===== src/rtl/product_accumulator_pkg.sv =====
// Shared types and helpers for the product accumulator.
package product_accumulator_pkg;

  typedef enum logic [1:0] {
    IDLE  = 2'd0,
    ACCUM = 2'd1,
    SEND  = 2'd2
  } state_t;

  // Number of result bytes sent for a given accumulator width.
  function automatic int acc_bytes(input int acc_w);
    return acc_w / 8;
  endfunction

endpackage


===== src/rtl/product_accumulator_if.sv =====
// Product input stream and result byte output stream.
interface product_accumulator_if;
  logic       in_valid;
  logic       in_ready;
  logic [7:0] in_data;
  logic       out_valid;
  logic       out_ready;
  logic [7:0] out_data;

  modport master (
    output in_valid, in_data, out_ready,
    input  in_ready, out_valid, out_data
  );

  modport slave (
    input  in_valid, in_data, out_ready,
    output in_ready, out_valid, out_data
  );
endinterface


===== src/rtl/product_accumulator_serializer.sv =====
// Returns the accumulator LSB first, one byte per out_ready handshake.
module acc_byte_serializer
  import product_accumulator_pkg::*;
#(
  parameter int ACC_W = 16
) (
  input  logic             clk,
  input  logic             rst,
  input  logic             clear,
  input  logic             load,
  input  logic [ACC_W-1:0] acc,
  input  logic             out_ready,
  output logic             out_valid,
  output logic [7:0]       out_data,
  output logic             last_hs,
  output logic             done
);

  localparam int N_BYTES = acc_bytes(ACC_W);
  localparam int IDX_W   = (N_BYTES > 1) ? $clog2(N_BYTES) : 1;
  localparam logic [IDX_W-1:0] LAST_IDX = IDX_W'(N_BYTES - 1);

  logic [IDX_W-1:0] idx;
  logic             valid_q;
  logic             done_q;

  // Handshake on the final byte; the FSM uses it to return to IDLE.
  assign last_hs = valid_q & out_ready & (idx == LAST_IDX);

  // Byte index, valid flag and the registered done pulse.
  always_ff @(posedge clk or posedge rst) begin
    if (rst) begin
      idx     <= '0;
      valid_q <= 1'b0;
      done_q  <= 1'b0;
    end else if (clear) begin
      idx     <= '0;
      valid_q <= 1'b0;
      done_q  <= 1'b0;
    end else begin
      done_q <= last_hs;
      if (load) begin
        valid_q <= 1'b1;
        idx     <= '0;
      end else if (valid_q && out_ready) begin
        if (idx == LAST_IDX) begin
          valid_q <= 1'b0;
          idx     <= '0;
        end else begin
          idx <= idx + 1'b1;
        end
      end
    end
  end

  // Byte select from registered state only; zero when nothing is offered.
  always_comb begin
    out_data = 8'h00;
    if (valid_q) out_data = 8'(acc >> {idx, 3'b000});
  end

  assign out_valid = valid_q;
  assign done      = done_q;

endmodule


===== src/rtl/product_accumulator.sv =====
// Multiply-accumulate back end: sums a batch of 8-bit products, then
// streams the wide sum out a byte at a time.
module product_accumulator
  import product_accumulator_pkg::*;
#(
  parameter int ACC_W = 16,
  parameter int CNT_W = 4
) (
  input  logic                 clk,
  input  logic                 rst,
  input  logic                 clear,
  input  logic                 start,
  input  logic [CNT_W-1:0]     batch_len,
  product_accumulator_if.slave bus,
  output logic [ACC_W-1:0]     acc_out,
  output logic                 busy,
  output logic                 ovf,
  output logic                 done
);

  state_t           state, state_nx;
  logic [ACC_W-1:0] acc;
  logic [ACC_W:0]   sum;
  logic [CNT_W-1:0] cnt;
  logic [CNT_W-1:0] len_q;
  logic [CNT_W-1:0] len_m1;
  logic             ovf_q;
  logic             accept;
  logic             last_prod;
  logic             load;
  logic             last_hs;

  // len_q of 0 wraps to all-ones here, giving a full 2^CNT_W batch.
  assign len_m1    = len_q - 1'b1;
  assign accept    = bus.in_valid & (state == ACCUM);
  assign last_prod = accept & (cnt == len_m1);
  assign sum       = {1'b0, acc} + (ACC_W + 1)'(bus.in_data);

  // State register.
  always_ff @(posedge clk or posedge rst) begin
    if (rst) state <= IDLE;
    else     state <= state_nx;
  end

  // Next-state decode and serializer load pulse; clear overrides everything.
  always_comb begin
    state_nx = state;
    load     = 1'b0;
    case (state)
      IDLE:  if (start) state_nx = ACCUM;
      ACCUM: if (last_prod) begin
               state_nx = SEND;
               load     = 1'b1;
             end
      SEND:  if (last_hs) state_nx = IDLE;
      default: state_nx = IDLE;
    endcase
    if (clear) begin
      state_nx = IDLE;
      load     = 1'b0;
    end
  end

  // Accumulator, product counter, batch length and sticky carry.
  always_ff @(posedge clk or posedge rst) begin
    if (rst) begin
      acc   <= '0;
      cnt   <= '0;
      len_q <= '0;
      ovf_q <= 1'b0;
    end else if (clear) begin
      acc   <= '0;
      cnt   <= '0;
      ovf_q <= 1'b0;
    end else if (state == IDLE && start) begin
      len_q <= batch_len;
      acc   <= '0;
      cnt   <= '0;
      ovf_q <= 1'b0;
    end else if (accept) begin
      acc   <= sum[ACC_W-1:0];
      ovf_q <= ovf_q | sum[ACC_W];
      cnt   <= cnt + 1'b1;
    end
  end

  acc_byte_serializer #(.ACC_W(ACC_W)) u_ser (
    .clk       (clk),
    .rst       (rst),
    .clear     (clear),
    .load      (load),
    .acc       (acc),
    .out_ready (bus.out_ready),
    .out_valid (bus.out_valid),
    .out_data  (bus.out_data),
    .last_hs   (last_hs),
    .done      (done)
  );

  assign bus.in_ready = (state == ACCUM);
  assign busy         = (state != IDLE);
  assign acc_out      = acc;
  assign ovf          = ovf_q;

endmodule


===== src/flat_wrapper.sv =====
// flat-port wrapper written by rule: the top's interface ports become plain ports
module product_accumulator_flat import product_accumulator_pkg::*;
#(
  parameter int ACC_W = 16,
  parameter int CNT_W = 4
)
  (clk, rst, clear, start, batch_len, acc_out, busy, ovf, done, bus_in_valid, bus_in_data, bus_out_ready, bus_in_ready, bus_out_valid, bus_out_data);
  product_accumulator_if bus_i ();
  input  logic clk;
  input  logic rst;
  input  logic clear;
  input  logic start;
  input  logic [CNT_W-1:0] batch_len;
  output logic [ACC_W-1:0] acc_out;
  output logic busy;
  output logic ovf;
  output logic done;
  input wire logic [$bits(bus_i.in_valid)-1:0] bus_in_valid;
  input wire logic [$bits(bus_i.in_data)-1:0] bus_in_data;
  input wire logic [$bits(bus_i.out_ready)-1:0] bus_out_ready;
  output wire logic [$bits(bus_i.in_ready)-1:0] bus_in_ready;
  output wire logic [$bits(bus_i.out_valid)-1:0] bus_out_valid;
  output wire logic [$bits(bus_i.out_data)-1:0] bus_out_data;
  assign bus_i.in_valid = bus_in_valid;
  assign bus_i.in_data = bus_in_data;
  assign bus_i.out_ready = bus_out_ready;
  assign bus_in_ready = bus_i.in_ready;
  assign bus_out_valid = bus_i.out_valid;
  assign bus_out_data = bus_i.out_data;
  product_accumulator #(.ACC_W(ACC_W), .CNT_W(CNT_W)) u_core (.clk(clk), .rst(rst), .clear(clear), .start(start), .batch_len(batch_len), .bus(bus_i), .acc_out(acc_out), .busy(busy), .ovf(ovf), .done(done));
endmodule

===== config.mk =====
export PLATFORM = sky130hd
export DESIGN_NAME = product_accumulator_flat
export DESIGN_NICKNAME = d
export VERILOG_FILES = /design/src/rtl/product_accumulator_pkg.sv /design/src/rtl/product_accumulator_if.sv /design/src/rtl/product_accumulator_serializer.sv /design/src/rtl/product_accumulator.sv /design/src/flat_wrapper.sv
export SDC_FILE = /design/constraint.sdc
export NUM_CORES = 1
export LEC_CHECK = 0
export CORE_UTILIZATION = 53
export DETAILED_ROUTE_END_ITERATION = 6
export PLACE_DENSITY = 0.95
export REMOVE_ABC_BUFFERS = 1
export SLEW_MARGIN = 25
export SYNTH_ARGS = -nofsm -noshare
export SYNTH_HDL_FRONTEND = slang
export SYNTH_SLANG_ARGS = --single-unit

===== constraint.sdc =====
create_clock -name clk -period 3.8 [get_ports clk]
set_clock_uncertainty 0.15 [all_clocks]
set_input_delay 0.38 -clock clk [delete_from_list [all_inputs] [get_ports clk]]
set_output_delay 0.38 -clock clk [all_outputs]
set_load 0.02 [all_outputs]

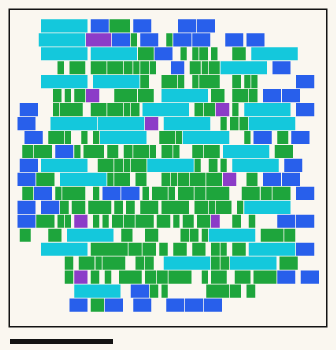
placement_by_type.png
Bar = 20 um.
| color | class | cells | share of their area |
|---|---|---|---|
| green | combinational and other logic | 168 | 46% |
| blue | other buffers and delay cells | 47 | 20% |
| purple | clock drivers and dummy loads | 8 | 2.7% |
| cyan | flops | 30 | 31% |

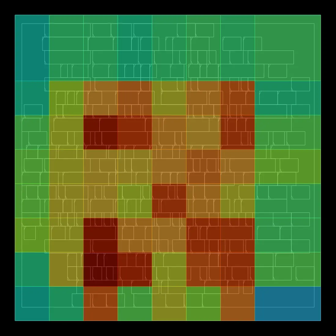
congestion.png
Final Util: 72.7%
total global-route track usage: 27.3%
WL per Instance: 15.9 um
Top Usage Layer GRT: met2

==> job_summary.md <==
### Flow metrics

| Metric | Value |
|---|---|
| Outcome | `finished, final reports clean` |
| Setup CP Type | `primary input to register` |
| Critical path's slowest cell | `clkdlybuf4s50_1` |
| CP delay by family, top | `AND-OR/OR-AND gates` |
| Leak Pwr | `1.01 nW` |
| Placer Congestion | `0.890` |
| Distinct cells, synth | `35` |
| Synth Seq Share | `39.9%` |
| Post-layout min period | `2.67 ns` |
| Area Growth Syn to Fin | `30.1%` |
| Yosys cell count | `204` |
| Comb area leader | `simple AND/OR/NAND/NOR gates` |
| CP cell instances | `clkdlybuf4s50_1, ha_1, inv_1, fa_1, nand2b_1, a21o_1, a221oi_2, a31oi_1, a41o_1` |
| Post-synthesis cell area | `1880 um2` |
| Adders+Majority by Area | `7.72%` |
| Row cnt | `21` |
| R2R setup slack | `1.21 ns` |
| IO buf count | `46` |
| Metal-1 WL | `1.83 mm` |
| FILL cells | `271` |
| Layout cells sized above 1 | `6.32%` |
| Power Density | `302 nW/um2` |
| Yosys xor share | `8.85%` |
| Tot Pwr | `0.738 mW` |
| Met2 routed WL | `2.47 mm` |
| Main area contributors | `dfrtp_1 (40%), ha_1 (6.7%), xor2_1 (5.6%)` |
| H-Tree Depth | `2` |
| Startpoint Class | `primary input` |
| Synth warn | `0` |
| Post-DP HPWL | `3.50 mm` |
| DR vias | `1722` |
| Pin count of the biggest net entering global routing | `31` |
| Final Cell Area | `2450 um2` |
| Buf+Inv Stages, Crit Path | `2` |
| CTS tree | `done` |
| Post-CTS setup repair buffer count | `0` |
| WP data arrival | `2.77 ns` |
| Ao+oa area frac | `14.1%` |
| Worst Setup SP | `bus_in_data[0]` |
| DRT iter0 DRCs | `72` |
| Cts repair resizes | `0` |
| Flops after synth | `30` |
| M1 GR Usage | `31.2%` |
| Chip area | `3790 um2` |
| Post-route ant nets | `0` |
| Hold-fix buffers, CTS | `0` |
| Starting Density | `55.9%` |
| Max VDD drop | `198 uV` |
| RR Endpoint | `u_core.acc_out[10]` |
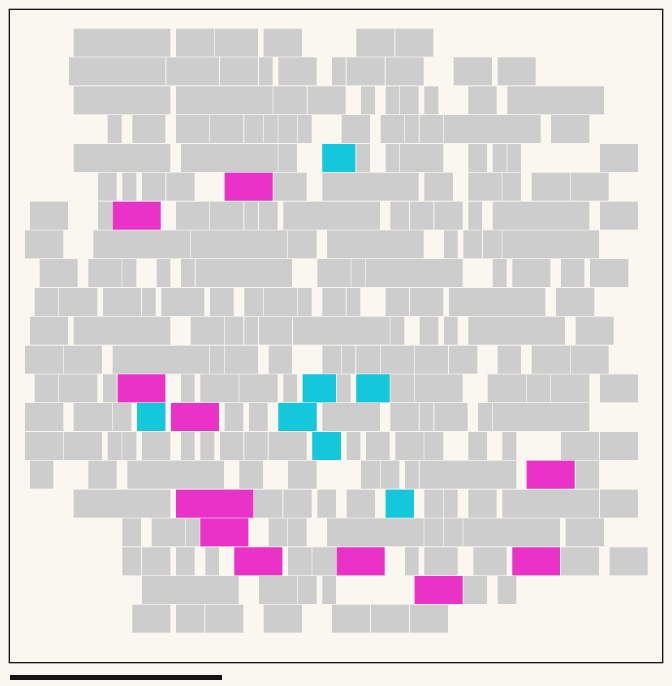
logic_types.png
Bar = 20 um.
| color | family | cells | most used |
|---|---|---|---|
| magenta | adder and majority cells | 11 | ha_1 |
| cyan | AND-OR and OR-AND gates | 7 | a21o_1 |
Comb area share: 43.5%
final std cells w/o fill: 299
most numerous logic cell after layout: clkdlybuf4s50_1

power by group:
| part | switching, mW | total [mW] | internal (mW) |
|---|---|---|---|
| clock network | 0.119 | 0.208 | 0.0888 |
| logic | 0.0937 | 0.175 | 0.0815 |
| registers | 0.0197 | 0.355 | 0.336 |
| total | 0.232 | 0.738 | 0.506 |
state kept, by name, indices dropped and copies added (netlist names):
signal,count
u_core.cnt,4
u_core.u_ser.done,1
u_core.u_ser.idx,1
u_core.acc_out,16
u_core.ovf,1
u_core.len_q,4
u_core.u_ser.out_valid,1
u_core.state,2
Yosys cell counts:
| library cell | number |
|---|---|
| dfrtp_1 | 30 |
| nand2_1 | 20 |
| nor2_1 | 18 |
| a21oi_1 | 12 |
| xor2_1 | 12 |
| inv_1 | 11 |
| ha_1 | 10 |
| nor2b_1 | 10 |
| mux2i_1 | 8 |
| nand3_1 | 8 |
| o21ai_0 | 8 |
| xnor2_1 | 7 |
| clkbuf_1 | 5 |
| nand2b_1 | 5 |
| nor3_1 | 4 |
| o211ai_1 | 4 |
| a211oi_1 | 3 |
| a21o_1 | 3 |
| a31oi_1 | 3 |
| mux2_2 | 3 |
| nand4_1 | 3 |
| a31o_2 | 2 |
| and4_1 | 2 |
| nand3b_1 | 2 |
| a211oi_2 | 1 |
| a221oi_2 | 1 |
| a22o_1 | 1 |
| a41o_1 | 1 |
| and2_1 | 1 |
| and3_1 | 1 |
| buf_2 | 1 |
| fa_1 | 1 |
| o31ai_1 | 1 |
| or3_1 | 1 |
| or4_1 | 1 |
final cells by class:
class	count	area (um2)	area share, %
sequential	30	751	30.7
inverter	11	41.3	1.69
clock inverter	2	12.5	0.512
clock buffer	6	51.3	2.10
multi-input combinational	157	1060	43.5
timing repair buffer	47	468	19.1
tap	46	57.6	2.35
No activity file was given, so power comes from the tool's default toggle rates.
